$ cat config.mk
export PLATFORM = sky130hd
export DESIGN_NAME = threshold_engine
export DESIGN_NICKNAME = d
export VERILOG_FILES = /design/src/rtl/threshold_engine.sv
export SDC_FILE = /design/constraint.sdc
export NUM_CORES = 1
export LEC_CHECK = 0
export CAP_MARGIN = 5
export CORE_ASPECT_RATIO = 1.2
export CORE_MARGIN = 1.5
export CORE_UTILIZATION = 35
export CTS_CLUSTER_DIAMETER = 40
export DETAILED_ROUTE_END_ITERATION = 12
export GPL_TIMING_DRIVEN = 0
export PLACE_DENSITY = 0.64
export SYNTH_ARGS = -nofsm -noshare
export SYNTH_HDL_FRONTEND = slang
export SYNTH_SLANG_ARGS = --single-unit
$ cat constraint.sdc
create_clock -name clk -period 5.7 [get_ports clk]
set_input_delay 0.57 -clock clk [delete_from_list [all_inputs] [get_ports clk]]
set_output_delay 0.57 -clock clk [all_outputs]
set_load 0.02 [all_outputs]
$ cat src/rtl/threshold_engine.sv
// Pixel thresholding engine: reads each pixel of a RAM range, applies one of four
// threshold functions and writes the result back to the same address.
module threshold_engine #(
    parameter int DATA_WIDTH = 8,
    parameter int ADDR_WIDTH = 20,
    parameter int RD_LATENCY = 1
) (
    input  logic                  clk,
    input  logic                  rst_n,
    input  logic                  start,
    input  logic                  abort,
    input  logic [ADDR_WIDTH-1:0] base_addr,
    input  logic [ADDR_WIDTH-1:0] pix_count,
    input  logic [1:0]            mode,
    input  logic [DATA_WIDTH-1:0] thr_lo,
    input  logic [DATA_WIDTH-1:0] thr_hi,
    input  logic [DATA_WIDTH-1:0] RAM_out,
    output logic                  RAM_ren,
    output logic                  RAM_wen,
    output logic [ADDR_WIDTH-1:0] RAM_addr,
    output logic [DATA_WIDTH-1:0] RAM_in,
    output logic                  busy,
    output logic                  done
);

    localparam int CNT_W = 2;
    localparam logic [CNT_W-1:0] CNT_LAST = CNT_W'(RD_LATENCY - 1);

    typedef enum logic [2:0] {
        S_IDLE   = 3'd0,
        S_READ   = 3'd1,
        S_WAIT   = 3'd2,
        S_WRITE  = 3'd3,
        S_FINISH = 3'd4
    } state_t;

    state_t                r_state;
    state_t                w_next_state;
    logic [CNT_W-1:0]      r_wait_cnt;
    logic [ADDR_WIDTH-1:0] r_addr;
    logic [ADDR_WIDTH-1:0] r_remain;
    logic [1:0]            r_mode;
    logic [DATA_WIDTH-1:0] r_thr_lo;
    logic [DATA_WIDTH-1:0] r_thr_hi;
    logic [DATA_WIDTH-1:0] r_pix;
    logic [DATA_WIDTH-1:0] w_result;
    logic                  w_wait_last;
    logic                  w_last_pix;
    logic                  w_above;
    logic                  w_in_band;

    assign w_wait_last = (r_wait_cnt == CNT_LAST);
    assign w_last_pix  = (r_remain == ADDR_WIDTH'(1));
    assign w_above     = (r_pix > r_thr_lo);
    // An inverted band (hi < lo) can never satisfy both bounds, so it yields all zeros.
    assign w_in_band   = (r_pix >= r_thr_lo) && (r_pix <= r_thr_hi);
    assign RAM_addr    = r_addr;

    always_ff @(posedge clk or negedge rst_n) begin
        if (!rst_n) begin
            r_state <= S_IDLE;
        end else begin
            r_state <= w_next_state;
        end
    end

    always_comb begin
        w_next_state = r_state;
        case (r_state)
            S_IDLE: begin
                if (start) begin
                    w_next_state = (pix_count != '0) ? S_READ : S_FINISH;
                end
            end
            S_READ:   w_next_state = abort ? S_IDLE : S_WAIT;
            S_WAIT: begin
                if (abort) begin
                    w_next_state = S_IDLE;
                end else if (w_wait_last) begin
                    w_next_state = S_WRITE;
                end
            end
            S_WRITE: begin
                if (abort) begin
                    w_next_state = S_IDLE;
                end else begin
                    w_next_state = w_last_pix ? S_FINISH : S_READ;
                end
            end
            S_FINISH: w_next_state = S_IDLE;
            default:  w_next_state = S_IDLE;
        endcase
    end

    always_comb begin
        busy    = (r_state != S_IDLE);
        done    = (r_state == S_FINISH);
        RAM_ren = (r_state == S_READ);
        RAM_wen = (r_state == S_WRITE) && !abort;
        RAM_in  = (r_state == S_WRITE) ? w_result : '0;
    end

    always_comb begin
        w_result = '0;
        case (r_mode)
            2'b00:   w_result = w_above ? '1 : '0;
            2'b01:   w_result = w_above ? '0 : '1;
            2'b10:   w_result = w_above ? r_pix : '0;
            default: w_result = w_in_band ? '1 : '0;
        endcase
    end

    always_ff @(posedge clk or negedge rst_n) begin
        if (!rst_n) begin
            r_wait_cnt <= '0;
            r_addr     <= '0;
            r_remain   <= '0;
            r_mode     <= '0;
            r_thr_lo   <= '0;
            r_thr_hi   <= '0;
            r_pix      <= '0;
        end else begin
            case (r_state)
                S_IDLE: begin
                    if (start) begin
                        r_wait_cnt <= '0;
                        r_addr     <= base_addr;
                        r_remain   <= pix_count;
                        r_mode     <= mode;
                        r_thr_lo   <= thr_lo;
                        r_thr_hi   <= thr_hi;
                    end
                end
                S_WAIT: begin
                    // Clear on abort too, so the next pass starts its wait from zero.
                    if (abort || w_wait_last) begin
                        r_wait_cnt <= '0;
                    end else begin
                        r_wait_cnt <= r_wait_cnt + CNT_W'(1);
                    end
                    if (w_wait_last) begin
                        r_pix <= RAM_out;
                    end
                end
                S_WRITE: begin
                    if (!abort && !w_last_pix) begin
                        r_addr   <= r_addr + ADDR_WIDTH'(1);
                        r_remain <= r_remain - ADDR_WIDTH'(1);
                    end
                end
                default: ;
            endcase
        end
    end

endmodule

==> run_1/final_clocks.png <==
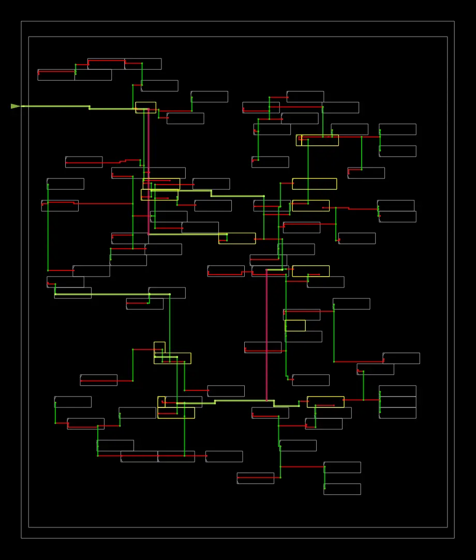
clk_lat worst skew: 0.33 ns
P_clk: 0.000577 W
# clk buffers: 12
CTS buffer count: 9

==> run_1/registers.png <==
Bar = 20 µm. Other sequential cells in the stronger gray, the rest of the logic in the fainter gray.
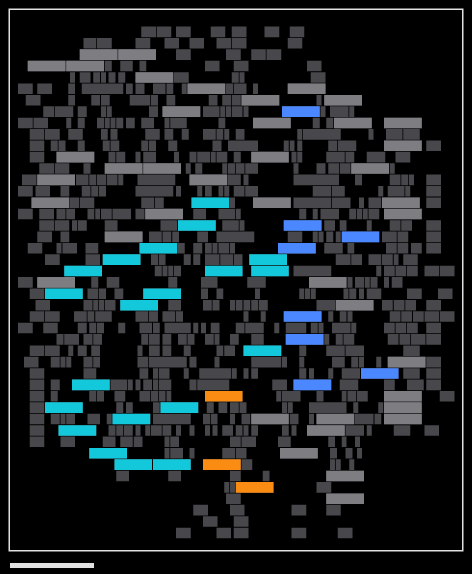
Blue shows `r_thr_hi`, placed flops 8. Orange shows `r_state`, placed flops 3. Cyan shows `r_remain`, placed flops 20.
Seq. pwr: 0.000998 W
fin util: 0.483
flop share of the area: 0.288

==> run_1/metal_stack.png <==
Bar = 20 µm. Only two layers are drawn.
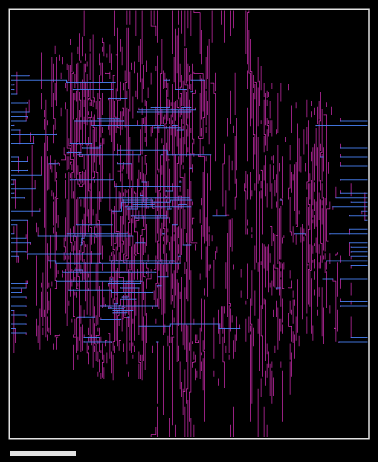
Blue shows met3, wire length 1080 µm. Magenta shows met2, wire length 7570 µm.
wire per inst: 19.0 µm
WL final: 15300 µm
GRT Resource Usage Total: 0.224
Vias: 4756

==> run 1: sequential cells by signal (all words and copies together) (netlist names) <==
name and flops:
RAM_addr 20, r_thr_hi 8, r_remain 20, r_wait_cnt 2
r_thr_lo 8, r_state 3, r_mode 2, r_pix 8
==> run 1: placed cells by master, fill, tap and decap left out, drive strengths merged, types with 18 or more instances in the layout <==
master,Yosys,layout
clkdlybuf4s50,0,100
dfrtp,71,71
nand2,45,45
o21ai,40,40
nor2,38,38
a21oi,32,32
clkbuf,19,31
inv,26,26
ha,20,20
a31oi,19,19
nor3,19,19
a211oi,18,18
==> run 1: through the flow <==
stage | utilization | setup WS, ns | instance area (µm²) | cells
after floorplan | - | 2.89 | 4630 | 524
after global placement | 0.457 | 1.42 | 5850 | 789
after detailed placement | 0.459 | 2.20 | 5870 | 790
after CTS | 0.483 | 1.83 | 6170 | 805
after global routing | 0.483 | 1.64 | 6170 | 805
final | 0.483 | 1.85 | 6170 | 805
==> run 1: worst max-delay path: stages (launching register included) <==
cell	delay (ns)
dfrtp_1	0.43
ha_1	0.31
a21oi_1	0.14
nor2_1	0.06
a211oi_1	0.85
a311o_1	0.50
a211oi_1	0.10
clkdlybuf4s50_1	0.56
==> run 1: per-layer routing <==
metal | routed length [µm] | global-route usage | up-vias
li1 | - | - | 2221
met1 | 6290 | 0.283 | 2294
met2 | 7570 | 0.381 | 211
met3 | 1080 | 0.0410 | 30
met4 | 381 | 0.0813 | 0
met5 | 0 | 0 | -
==> run 1: power groups by stage <==
stage               Sequential, W  Clock (W)  Combinational [W]
finish                   0.000998   0.000577            0.00170
global route              0.00104   0.000605            0.00186
CTS                      0.000992   0.000584            0.00170
detailed placement       0.000997          0            0.00169
global placement         0.000987          0            0.00163
floorplan                 0.00101          0            0.00106
==> out/results.tsv, run 1 <==
stage	metric	value	unit
critical_path	FF-to-FF Start	RAM_addr[0]	
detailed_routing	DRT Pass-1 Iters	5	
pwr	PD cells	530	mW/mm²
final_layout	Non-clk bufs	136	
final_timing	worst hold slack	0.127	ns
synth	Compound Share, Synth	0.297	
critical_path	crit path capture type	primary output	
synth	EDFF count, synth	0	
synth	syn_area_per_cell	8.83	µm²
clock_network	Setup Buffers After CTS	0	
floorplanning	Die Span X	108	µm
pwr	Leak	2.44	nW
global_routing	initial antenna violation count	0	
synth	comb area leader	AND-OR/OR-AND gates	
critical_path	Critical Path RT	5.13	ns
clock_network	CTS Buffer Depth	2	
synth	synthesis area per yosys	0.00463	mm²
synth	mux contribution to synthesized area	0.0192	
floorplanning	Well Taps	164	
synth	Yosys Instances	524	
clock_network	Hold-fix buffers, CTS	0	
pwr	Internal Power	0.00184	W
synth	fa+ha+maj area frac	0.0541	
synth	Area leader share	0.384	
final_layout	# fillers	1259	
pwr	Gate power share	0.519	
critical_path	CP Class	reg2out	
synth	main flop type	dfrtp_1	
final_layout	Final non-clock buffer share	0.194	
floorplanning	core region area	0.0128	mm²
final_layout	Area Growth Syn to Fin	33.3	%
final_layout	inverters	26	
placed_design	# port buffers	101	
final_layout	combinational share of cell area	0.420	
status	run status	finished clean	
pwr	sw power	0.00143	W
global_routing	vias in the first global route	4617	
critical_path	arrival time of the worst setup path	3.28	ns
synth	Synthesized registers	71	
pwr	Sw Share	0.437	
global_routing	remaining global-route overflow	0	
floorplanning	FP Util	0.362	
final_layout	Multi-input gate area	0.00259	mm²
critical_path	crit path from	r_pix[5]	
final_timing	Worst Tran Pin Value	1.10	ns
final_layout	layout cells sized above 1	0.0827	
synth	simple-gate area share of the yosys netlist	0.190	
detailed_routing	Post-DRT Antenna Nets	0	
job	Tool Warnings	27	
pwr	Sequential Power Share	0.305	
clock_network	Post-CTS Resized	0	
final_timing	setup violators final	0	
clock_network	root buffer cell	clkbuf_16	
critical_path	Startpoint Class	register	
detailed_routing	vias per cell	5.91	
final_layout	Reg area	0.00178	mm²
detailed_routing	initial drt markers	428	
synth	synthesized instance count	524	
clock_network	Clk pin slew, worst setup/hold paths	0.06	ns
synth	FFs w/ async S/R, synth	1.00	
synth	Top area cell types	dfrtp_1 38%, ha_1 5.4%, o21ai_0 3.7%	
placed_design	post-DP HPWL	11300	µm
clock_network	H-tree Lvls	3	
final_timing	RSZ-0062 raised after global routing	false	
==> run 2: changes to the inputs <==
==> constraint.sdc (replaced) <==
create_clock -name clk -period 3.7 [get_ports clk]
set_input_delay 0.37 -clock clk [delete_from_list [all_inputs] [get_ports clk]]
set_output_delay 0.37 -clock clk [all_outputs]
set_load 0.02 [all_outputs]
==> run_2/metal_stack.png <==
Bar = 20 µm. Only two layers are drawn.
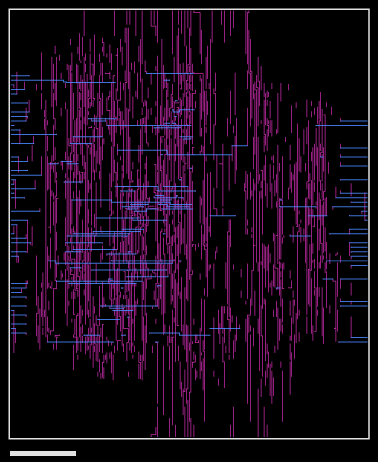
Blue shows met3, wire length 1040 µm. Magenta shows met2, wire length 7510 µm.
WL final: 15300 µm
GRT Resource Usage Total: 0.224
wire per inst: 19.0 µm
Vias: 4775

==> out/results.tsv, run 2 <==
stage	metric	value	unit	change
global_routing	initial antenna violation count	0		unchanged
critical_path	Startpoint Class	register		unchanged
global_routing	vias in the first global route	4611		was 4617
synth	syn_area_per_cell	8.83	µm²	unchanged
critical_path	Critical Path RT	3.33	ns	was 5.13 ns
critical_path	Worst path depth	7		unchanged
placed_design	# port buffers	101		unchanged
placed_design	# placed instances	790		unchanged
final_timing	setup violators final	0		unchanged
final_layout	layout cells sized above 1	0.0841		was 0.0827
critical_path	arrival time of the worst setup path	3.19	ns	was 3.28 ns
clock_network	Clk pin slew, worst setup/hold paths	0.06	ns	about the same
pwr	Internal Power	0.00285	W	was 0.00184 W
critical_path	crit path from	r_pix[7]		was r_pix[5]
clock_network	clk_lat worst skew	0.33	ns	about the same
synth	synthesis area per yosys	0.00463	mm²	unchanged
synth	mux contribution to synthesized area	0.0192		unchanged
global_routing	met2 GRT Util	0.381		unchanged
final_layout	most instantiated logic cells after routing	100 x clkdlybuf4s50_1, 71 x dfrtp_1, 45 x nand2_1		unchanged
critical_path	WP buf/inv	2		was 1
floorplanning	FP Util	0.362		unchanged
synth	simple-gate area share of the yosys netlist	0.190		unchanged
job	Tool Warnings	27		unchanged
synth	FFs w/ async S/R, synth	1.00		unchanged
final_layout	Area Growth Syn to Fin	33.6	%	was 33.3%
final_layout	most numerous logic cell after layout	clkdlybuf4s50_1		unchanged
synth	Yosys Instances	524		unchanged
clock_network	H-tree Lvls	3		unchanged
final_layout	Multi-input gate area	0.00260	mm²	was 0.00259 mm²
synth	Top area cell types	dfrtp_1 38%, ha_1 5.4%, o21ai_0 3.7%		unchanged
clock_network	root buffer cell	clkbuf_16		unchanged
pwr	sw power	0.00221	W	was 0.00143 W
final_timing	RSZ-0062 raised after global routing	false		unchanged
final_layout	# fillers	1259		unchanged
final_layout	Final Cell Area	0.00618	mm²	was 0.00617 mm²
floorplanning	Die Span X	108	µm	unchanged
global_routing	remaining global-route overflow	0		unchanged
global_routing	GR Util met1	0.283		about the same
placed_design	Placed Area	0.00587	mm²	unchanged
placed_design	post-DP HPWL	11300	µm	unchanged
critical_path	CP Class	reg2out		unchanged
status	run status	finished clean		unchanged
synth	Synthesized registers	71		unchanged
detailed_routing	Post-DRT Antenna Nets	0		unchanged
synth	Compound Share, Synth	0.297		unchanged
critical_path	critical path's top delay family	AND-OR/OR-AND gates		unchanged
synth	synthesized instance count	524		unchanged
==> run 2: cell counts after synthesis <==
No cell type changed its count.
==> run 2: power groups by stage <==
stage	Combinational [W]	Clock (W)	Sequential, W
2_1_floorplan	0.00163	0	0.00155
3_3_place_gp	0.00252	0	0.00152
3_5_place_dp	0.00260	0	0.00154
4_1_cts	0.00262	0.000900	0.00153
5_1_grt	0.00288	0.000933	0.00160
6_report	0.00263	0.000888	0.00154
==> run 2: path summary, 6_finish.rpt <==
path	end	slack, ns
setup / recovery	RAM_in[1]	0.14
min in group clk	r_wait_cnt[1]	0.50
hold / removal	RAM_addr[4]	0.46
max in group asynchronous	r_remain[18]	2.67
hold reg to reg	r_wait_cnt[1]	0.50
setup reg to reg	RAM_addr[18]	1.25
==> run 2: area by class of cell <==
| class | instances | share of cell area |
|---|---|---|
| Clock inverter | 3 | 0.00688 |
| Tap cell | 164 | 0.0332 |
| Multi-Input combinational cell | 393 | 0.420 |
| Timing Repair Buffer | 103 | 0.169 |
| Clock buffer | 12 | 0.0415 |
| Buffer | 34 | 0.0261 |
| Inverter | 26 | 0.0158 |
| Sequential cell | 71 | 0.287 |
==> run 2: metrics by stage <==
step	hold slack, ns	power [W]
after floorplan	0.0744	0.00318
after global placement	0.472	0.00404
after detailed placement	0.291	0.00413
after CTS	0.473	0.00505
after global routing	0.498	0.00541
final	0.464	0.00506
==> run 2: per-layer routing <==
metal / vias to the layer above / wire, µm / share of wire
li1: 2224 / - / -
met3: 34 / 1040 / 0.068
met2: 205 / 7510 / 0.49
met4: 0 / 413 / 0.027
met5: - / 0 / 0
met1: 2312 / 6340 / 0.41
==> run 2: repair_timing <==
item                                    in CTS  in global routing
hold buffers                                 1                  0
hold endpoints to repair                    21                  0
resized                                      0                  1
setup buffers                                0                  0
endpoints found under the setup margin       0                  8
==> run 3: changes to the inputs <==
--- a/config.mk
+++ b/config.mk
@@ -10,9 +10,11 @@
 export CORE_MARGIN = 1.5
 export CORE_UTILIZATION = 35
 export CTS_CLUSTER_DIAMETER = 40
+export CTS_CLUSTER_SIZE = 28
 export DETAILED_ROUTE_END_ITERATION = 12
 export GPL_TIMING_DRIVEN = 0
 export PLACE_DENSITY = 0.64
+export SETUP_SLACK_MARGIN = 0.02
 export SYNTH_ARGS = -nofsm -noshare
 export SYNTH_HDL_FRONTEND = slang
 export SYNTH_SLANG_ARGS = --single-unit
==> run_3/final_clocks.png <==
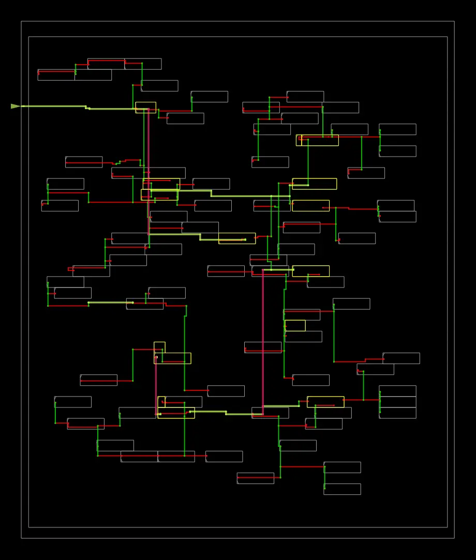
TritonCTS Sinks: 71
Flops: 71

==> out/results.tsv, run 3 <==
stage	metric	value	unit	change
status	run status	finished clean		unchanged
final_timing	Final WS setup	0.136	ns	unchanged
clock_network	root buffer cell	clkbuf_16		unchanged
synth	synthesized instance count	524		unchanged
final_layout	# fillers	1259		unchanged
global_routing	GR Util met1	0.283		unchanged
detailed_routing	vias per cell	5.92		unchanged
job	Tool Warnings	27		unchanged
critical_path	arrival time of the worst setup path	3.19	ns	about the same
clock_network	clk_lat worst skew	0.33	ns	about the same
placed_design	# port buffers	101		unchanged
synth	Synthesized registers	71		unchanged
final_timing	Worst Tran Pin Value	0.785	ns	unchanged
placed_design	Placed Area	0.00587	mm²	unchanged
global_routing	remaining global-route overflow	0		unchanged
clock_network	Clk pin slew, worst setup/hold paths	0.06	ns	about the same
final_layout	fin util	0.484		unchanged
final_timing	setup violators final	0		unchanged
pwr	PD cells	817	mW/mm²	unchanged
final_layout	Final Non-Filler Cells	806		unchanged
detailed_routing	metal2 WL	7510	µm	unchanged
synth	EDFF count, synth	0		unchanged
placed_design	# placed instances	790		unchanged
global_routing	met2 GRT Util	0.381		unchanged
final_layout	most instantiated logic cells after routing	100 x clkdlybuf4s50_1, 71 x dfrtp_1, 45 x nand2_1		unchanged
critical_path	crit path from	r_pix[7]		unchanged
global_routing	vias in the first global route	4611		unchanged
detailed_routing	max layer used	met4		unchanged
critical_path	crit path capture type	primary output		unchanged
clock_network	CTS Buffer Depth	2		unchanged
critical_path	internal reg-to-reg setup slack	1.25	ns	about the same
detailed_routing	Vias	4775		unchanged
floorplanning	FP Util	0.362		unchanged
synth	Top area cell types	dfrtp_1 38%, ha_1 5.4%, o21ai_0 3.7%		unchanged
pwr	Final Power	0.00506	W	unchanged
synth	Area leader share	0.384		unchanged
detailed_routing	met3 wire length	1040	µm	unchanged
[run 3: worst min-delay path by stage]
stage	slack, ns	endpoint	start	depth (start not counted)
after CTS	0.47	RAM_addr[4]	rst_n	2
after global routing	0.50	RAM_addr[3]	rst_n	2
final	0.46	RAM_addr[4]	rst_n	2
after global placement	0.47	r_thr_lo[0]	r_thr_lo[0]	2
after floorplan	0.07	RAM_addr[0]	rst_n	0
after detailed placement	0.29	RAM_addr[4]	rst_n	1
[run 3: final cells by class]
| cell class | count | area (µm²) | area share |
|---|---|---|---|
| Buffer | 34 | 161 | 0.0261 |
| Clock buffer | 12 | 256 | 0.0415 |
| Clock inverter | 3 | 42.5 | 0.00688 |
| Inverter | 26 | 97.6 | 0.0158 |
| Multi-Input combinational cell | 393 | 2600 | 0.420 |
| Sequential cell | 71 | 1780 | 0.287 |
| Tap cell | 164 | 205 | 0.0332 |
| Timing Repair Buffer | 103 | 1050 | 0.169 |
[run 3: cell families (layout without fill, tap and decap cells)]
group                    count (synthesis)  count (layout)  synth area share
adder cells (fa/ha/maj)                 20              20            0.0541
AND-OR/OR-AND                          197             197             0.297
AND/OR/NAND/NOR                        168             168             0.190
flip-flops                              71              71             0.384
multiplexers                             8               8            0.0192
buffers and inverters                   60             178            0.0559
[run 3: worst max-delay path: stages, from the launching register on]
cell and delay [ns]:
dfrtp_1 0.42, ha_1 0.34, nand4_1 0.21, a21o_1 0.22, clkbuf_1 0.19, a311o_1 0.51
a211oi_1 0.30, clkdlybuf4s50_1 0.66
[run 3: repair_timing]
item,4_1_cts,5_1_grt
endpoints found under the setup margin,0,8
hold endpoints to repair,21,0
resized,0,1
hold buffers,1,0
[run 3: where the power goes]
part / switching, W / internal (W)
registers: 0.000395 / 0.00114
clock network: 0.000334 / 0.000554
logic: 0.00148 / 0.00115
No activity file was given, so power comes from the tool's default toggle rates.
